===== src/rtl/vga_fb_arbiter.sv =====
// Framebuffer port arbiter: display prefetch has fixed slots every 4th pixel,
// CPU accesses slip into the free cycles and complete with a fixed 2-cycle latency.
module vga_fb_arbiter #(
  parameter int H_VIS    = 640,
  parameter int V_VIS    = 480,
  parameter int FB_WORDS = 76800
) (
  input  logic        clk,
  input  logic        rst,
  input  logic [9:0]  x,
  input  logic [9:0]  y,
  input  logic        cpu_req,
  input  logic        cpu_we,
  input  logic [16:0] cpu_addr,
  input  logic [15:0] cpu_wdata,
  output logic        cpu_ack,
  output logic [15:0] cpu_rdata,
  output logic        mem_en,
  output logic        mem_we,
  output logic [16:0] mem_addr,
  output logic [15:0] mem_wdata,
  input  logic [15:0] mem_rdata,
  output logic [3:0]  pixel
);

  localparam logic [9:0]  H_VIS_W   = 10'(H_VIS);
  localparam logic [9:0]  H_FETCH_W = 10'(H_VIS - 4);
  localparam logic [9:0]  V_VIS_W   = 10'(V_VIS);
  localparam logic [16:0] FB_LIM    = 17'(FB_WORDS);

  typedef enum logic [1:0] {S_IDLE, S_WAIT, S_ACK} state_t;

  state_t      state;
  logic        rd_op;
  logic        oor;
  logic [16:0] disp_addr;
  logic        disp_pend;
  logic [15:0] pf;
  logic [15:0] cur;

  logic vis_line;
  logic vis_pix;
  logic disp_slot;
  logic cpu_issue;
  logic addr_ok;

  function automatic logic [3:0] nib_sel(input logic [15:0] w, input logic [1:0] i);
    logic [3:0] n;
    case (i)
      2'd0:    n = w[3:0];
      2'd1:    n = w[7:4];
      2'd2:    n = w[11:8];
      default: n = w[15:12];
    endcase
    return n;
  endfunction

  // The x == 1020 slot fetches the first word of the line during back porch,
  // so the last in-line slot is H_VIS-8 and slots are never adjacent.
  assign vis_line  = (y < V_VIS_W);
  assign vis_pix   = vis_line && (x < H_VIS_W);
  assign disp_slot = vis_line && ((x == 10'd1020) || ((x < H_FETCH_W) && (x[1:0] == 2'b00)));
  assign cpu_issue = (state == S_IDLE) && cpu_req && !disp_slot;
  assign addr_ok   = (cpu_addr < FB_LIM);

  always_comb begin
    mem_en    = 1'b0;
    mem_we    = 1'b0;
    mem_addr  = disp_addr;
    mem_wdata = cpu_wdata;
    if (!rst) begin
      if (disp_slot) begin
        mem_en = 1'b1;
      end else if (cpu_issue && addr_ok) begin
        mem_en   = 1'b1;
        mem_we   = cpu_we;
        mem_addr = cpu_addr;
      end
    end
  end

  // Display path: fetch -> pf capture (disp_pend) -> cur / pixel register
  always_ff @(posedge clk) begin
    if (rst) begin
      disp_addr <= '0;
      disp_pend <= 1'b0;
      pf        <= '0;
      cur       <= '0;
      pixel     <= '0;
    end else begin
      disp_pend <= disp_slot;
      if (!vis_line)
        disp_addr <= '0;
      else if (disp_slot)
        disp_addr <= disp_addr + 17'd1;
      if (disp_pend)
        pf <= mem_rdata;
      if (vis_pix && (x[1:0] == 2'b00))
        cur <= pf;
      if (vis_pix)
        pixel <= nib_sel((x[1:0] == 2'b00) ? pf : cur, x[1:0]);
      else
        pixel <= '0;
    end
  end

  // CPU path: issue (IDLE) -> data return (WAIT) -> ack pulse (ACK)
  always_ff @(posedge clk) begin
    if (rst) begin
      state     <= S_IDLE;
      cpu_ack   <= 1'b0;
      cpu_rdata <= '0;
      rd_op     <= 1'b0;
      oor       <= 1'b0;
    end else begin
      case (state)
        S_IDLE: begin
          cpu_ack <= 1'b0;
          if (cpu_issue) begin
            rd_op <= !cpu_we;
            oor   <= !addr_ok;
            state <= S_WAIT;
          end
        end
        S_WAIT: begin
          if (rd_op)
            cpu_rdata <= oor ? 16'h0000 : mem_rdata;
          cpu_ack <= 1'b1;
          state   <= S_ACK;
        end
        S_ACK: begin
          cpu_ack <= 1'b0;
          state   <= S_IDLE;
        end
        default: begin
          cpu_ack <= 1'b0;
          state   <= S_IDLE;
        end
      endcase
    end
  end

endmodule


===== config.mk =====
export PLATFORM = sky130hd
export DESIGN_NAME = vga_fb_arbiter
export DESIGN_NICKNAME = d
export VERILOG_FILES = /design/src/rtl/vga_fb_arbiter.sv
export SDC_FILE = /design/constraint.sdc
export NUM_CORES = 1
export LEC_CHECK = 0
export CORE_MARGIN = 5
export CORE_UTILIZATION = 39
export DETAILED_ROUTE_END_ITERATION = 10
export PLACE_DENSITY = 0.83
export SLEW_MARGIN = 20
export SYNTH_ARGS = -nofsm -noshare
export SYNTH_HDL_FRONTEND = slang
export SYNTH_SLANG_ARGS = --single-unit

===== constraint.sdc =====
create_clock -name clk -period 2.3 [get_ports clk]
set_input_delay 0.46 -clock clk [delete_from_list [all_inputs] [get_ports clk]]
set_output_delay 0.46 -clock clk [all_outputs]
set_load 0.05 [all_outputs]

==> images/gates.png <==
Scale: 4 px per um.
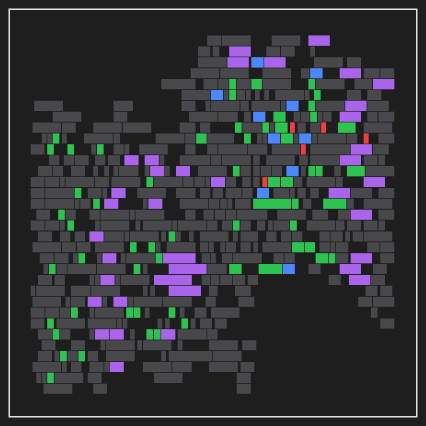
[green] aoi and oai cells | cells: 60
[red] inv cells | cells: 5
[blue] xor and xnor cells | cells: 10
[purple] mux cells | cells: 37 | where: widely spread

==> images/congestion_map.png <==
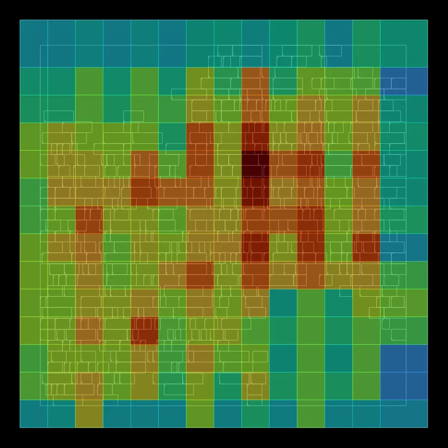
met2 layer usage reported by global route: 29.93%
Tot GR Track Use: 17.79%
Util after Layout: 59.87%
most used routing layer in global routing: met2

==> images/closeup.png <==
Window x 31 to 71, y 51 to 91 um. Cells in grey, sequential cells in the stronger grey; small squares are vias.
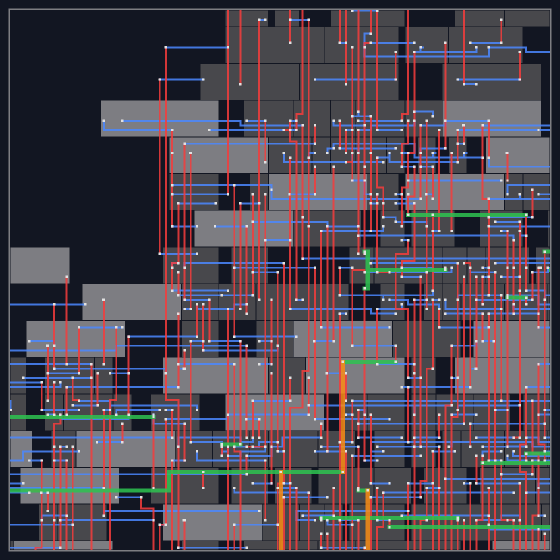
[green] M3
[blue] M1
[orange] M4
[red] M2
cells with their middle in the window: 106
netlist names of flops here include: disp_addr (8), pf (5), state (2)
sequential cells in the window: 19
most frequent: dfxtp_1 (17), nor2_1 (14), buf_4 (13)

==> images/m2.png <==
Scale: 3 px per um. Cells faint in the background.
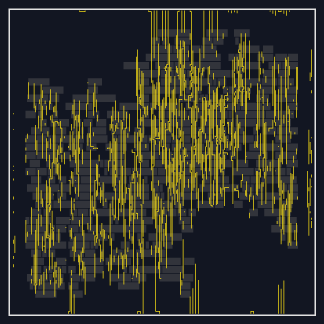
share of all routed wire: 49%
longest straight run: 43.2 um
main direction: vertical

==> worst reg2reg max path: stages, from the launching register on <==
cell and delay [ps]:
dfxtp_1 440, nand4_1 270, nor4_4 260, o2111ai_4 200, or3_1 380, a21oi_1 140
==> layer usage <==
metal | GRT usage, % | vias to the layer above
li1 | - | 1454
met1 | 21.68 | 1395
met2 | 29.93 | 124
met3 | 5.303 | 19
met4 | 6.033 | 0
met5 | 0 | -
==> where the power goes <==
group | leakage [nW] | total, W | internal, W | switching (W)
Combinational | 1.24 | 0.000471 | 0.000240 | 0.000231
Sequential | 0.574 | 0.00127 | 0.00125 | 0.0000213
Clock | 0.0977 | 0.000974 | 0.000504 | 0.000470
Total | 1.91 | 0.00271 | 0.00199 | 0.000722
==> repair_timing <==
action,4_1_cts,5_1_grt
pin swaps,17,7
gates cloned,1,0
buffers inserted,14,3
setup endpoints to repair,19,19
resized,69,16
==> flip-flops by register name (all words and copies together), names as in the netlist <==
name       flops
disp_addr     17
cpu_rdata     16
pf            16
cur           12
pixel          4
state          2
cpu_ack        1
disp_pend      1
oor            1
rd_op          1
==> worst max path at each step <==
stage                   end  slack (ps)  cells after the start
6_report        mem_addr[0]        -170                      7
5_1_grt         mem_addr[1]        -260                      7
4_1_cts        mem_addr[11]        -180                      7
3_5_place_dp   mem_addr[11]        -430                      8
3_3_place_gp   mem_addr[11]        -410                      8
2_1_floorplan  mem_addr[16]         -20                      6
==> logic make-up (layout without fill, tap and decap cells) <==
| family | after synthesis | count (layout) | synth area share (%) |
|---|---|---|---|
| and+or+nand+nor | 136 | 136 | 20.81 |
| DFF | 71 | 71 | 43.54 |
| AOI/OAI and AO/OA | 63 | 63 | 11.81 |
| buffers and inverters | 42 | 155 | 7.052 |
| muxes | 37 | 37 | 13.72 |
| xor gates and xnor gates | 10 | 10 | 2.683 |
| adders and majority gates | 1 | 1 | 0.3832 |
==> cell type report <==
type,count,area [um^2],share of cell area (%)
clock inverter,5,57.56,1.176
timing repair buffer,134,1369,27.97
sequential,71,1426,29.14
clock buffer,11,131.4,2.684
tap,105,131.4,2.684
multi-input combinational,247,1760,35.97
inverter,5,18.77,0.3834
==> cells in the final DEF, fill, tap and decap left out, types with 6 or more instances in the layout <==
cell             count
dfxtp_1             69
nor2_1              50
clkdlybuf4s50_1     48
buf_4               36
a21oi_1             34
nand2_1             32
nor3b_1             18
mux2i_1             17
mux2_4              16
dlygate4sd2_1       12
buf_12              12
buf_6               10
o21ai_0              9
clkbuf_8             9
xor2_1               8
or3_1                6
and3_1               6
==> stage by stage <==
stage          TNS, ps  power (W)
2_1_floorplan   -24.01   0.001578
3_3_place_gp     -7437   0.001712
3_5_place_dp     -7971   0.001718
4_1_cts          -2728   0.002711
5_1_grt          -4096   0.002817
6_report         -2681   0.002714
==> results.txt <==
Implementation results

Per STA, the startpoint of the critical path is state[0]$_SDFFE_PP0P_. The number of cells on the worst hold path is 2. The highest cell delay on the worst timing path is 360 ps. Signal routing reaches up to met4. The synthesis report names the predominant flop master as dfxtp_1. The deepest clock path buffer count is 2.

In the hold report, the worst path ends at state[0]$_SDFFE_PP0P_. The maximum ir drop on the vdd rail is 0.4793 mV. The core utilization before placement is 39.93%. The number of buffers and inverters on the critical path is 2. The final wirelength is 8920 um.

The cell count after synthesis is 360. The slack of the critical path is -171.8 ps. The synthesized area per cell is 9.068 um^2. The wire-length estimate of the detail-placed layout is 6301 um. The checks that failed: negative setup slack.

The cell count after placement is 545. The final weighted congestion of routability-driven global placement is 0.8491. Entering global routing, the biggest net connects 49 pins.

Per the CTS log, the maximum H-tree level is 3. The total DRC errors in the routed layout is 0. The end of the worst register-to-register path is disp_addr[11]$_SDFFE_PP0P_. The cell count in the Yosys report is 360. The synthesis-stage register bit count is 71. The worst hold path belongs to the class in2reg. The final timing report lists a max-slew violation count of 0. The number of setup violations in the final report is 17.

The mapped netlist covers 3264 um^2. The leakage component of the power is 1.910 nW. The arrival time of data at the critical path endpoint is 2010 ps. The worst reg-to-reg path cell count is 5. The flow ran to the end, but the final reports show violations. For the worst reg-to-reg path, the startpoint reported by OpenROAD is disp_addr[3]$_SDFFE_PP0P_. The cell family contributing the most delay on the critical path is flip-flops. The total power density per cell area is 554.5 nW/um^2.

The logs give a warning total of 34. The category of the worst setup path capture point is an output pin. The initial antenna violation count is 0. The portion of synthesized cell area occupied by the leading cell type is 43.54%. The area after detailed placement is 4433 um^2. The worst hold path begins at rst. The pin closest to its max-slew limit shows a slew of 898.3 ps. Hold-check failures listed in the final report amount to 0. The synthesis report lists the Yosys warning total as 0. Once iteration 0 of detailed routing completed, the report listed 92 DRC markers.

The final instance count without filler cells is 578.
No activity file was given, so power comes from the tool's default toggle rates.
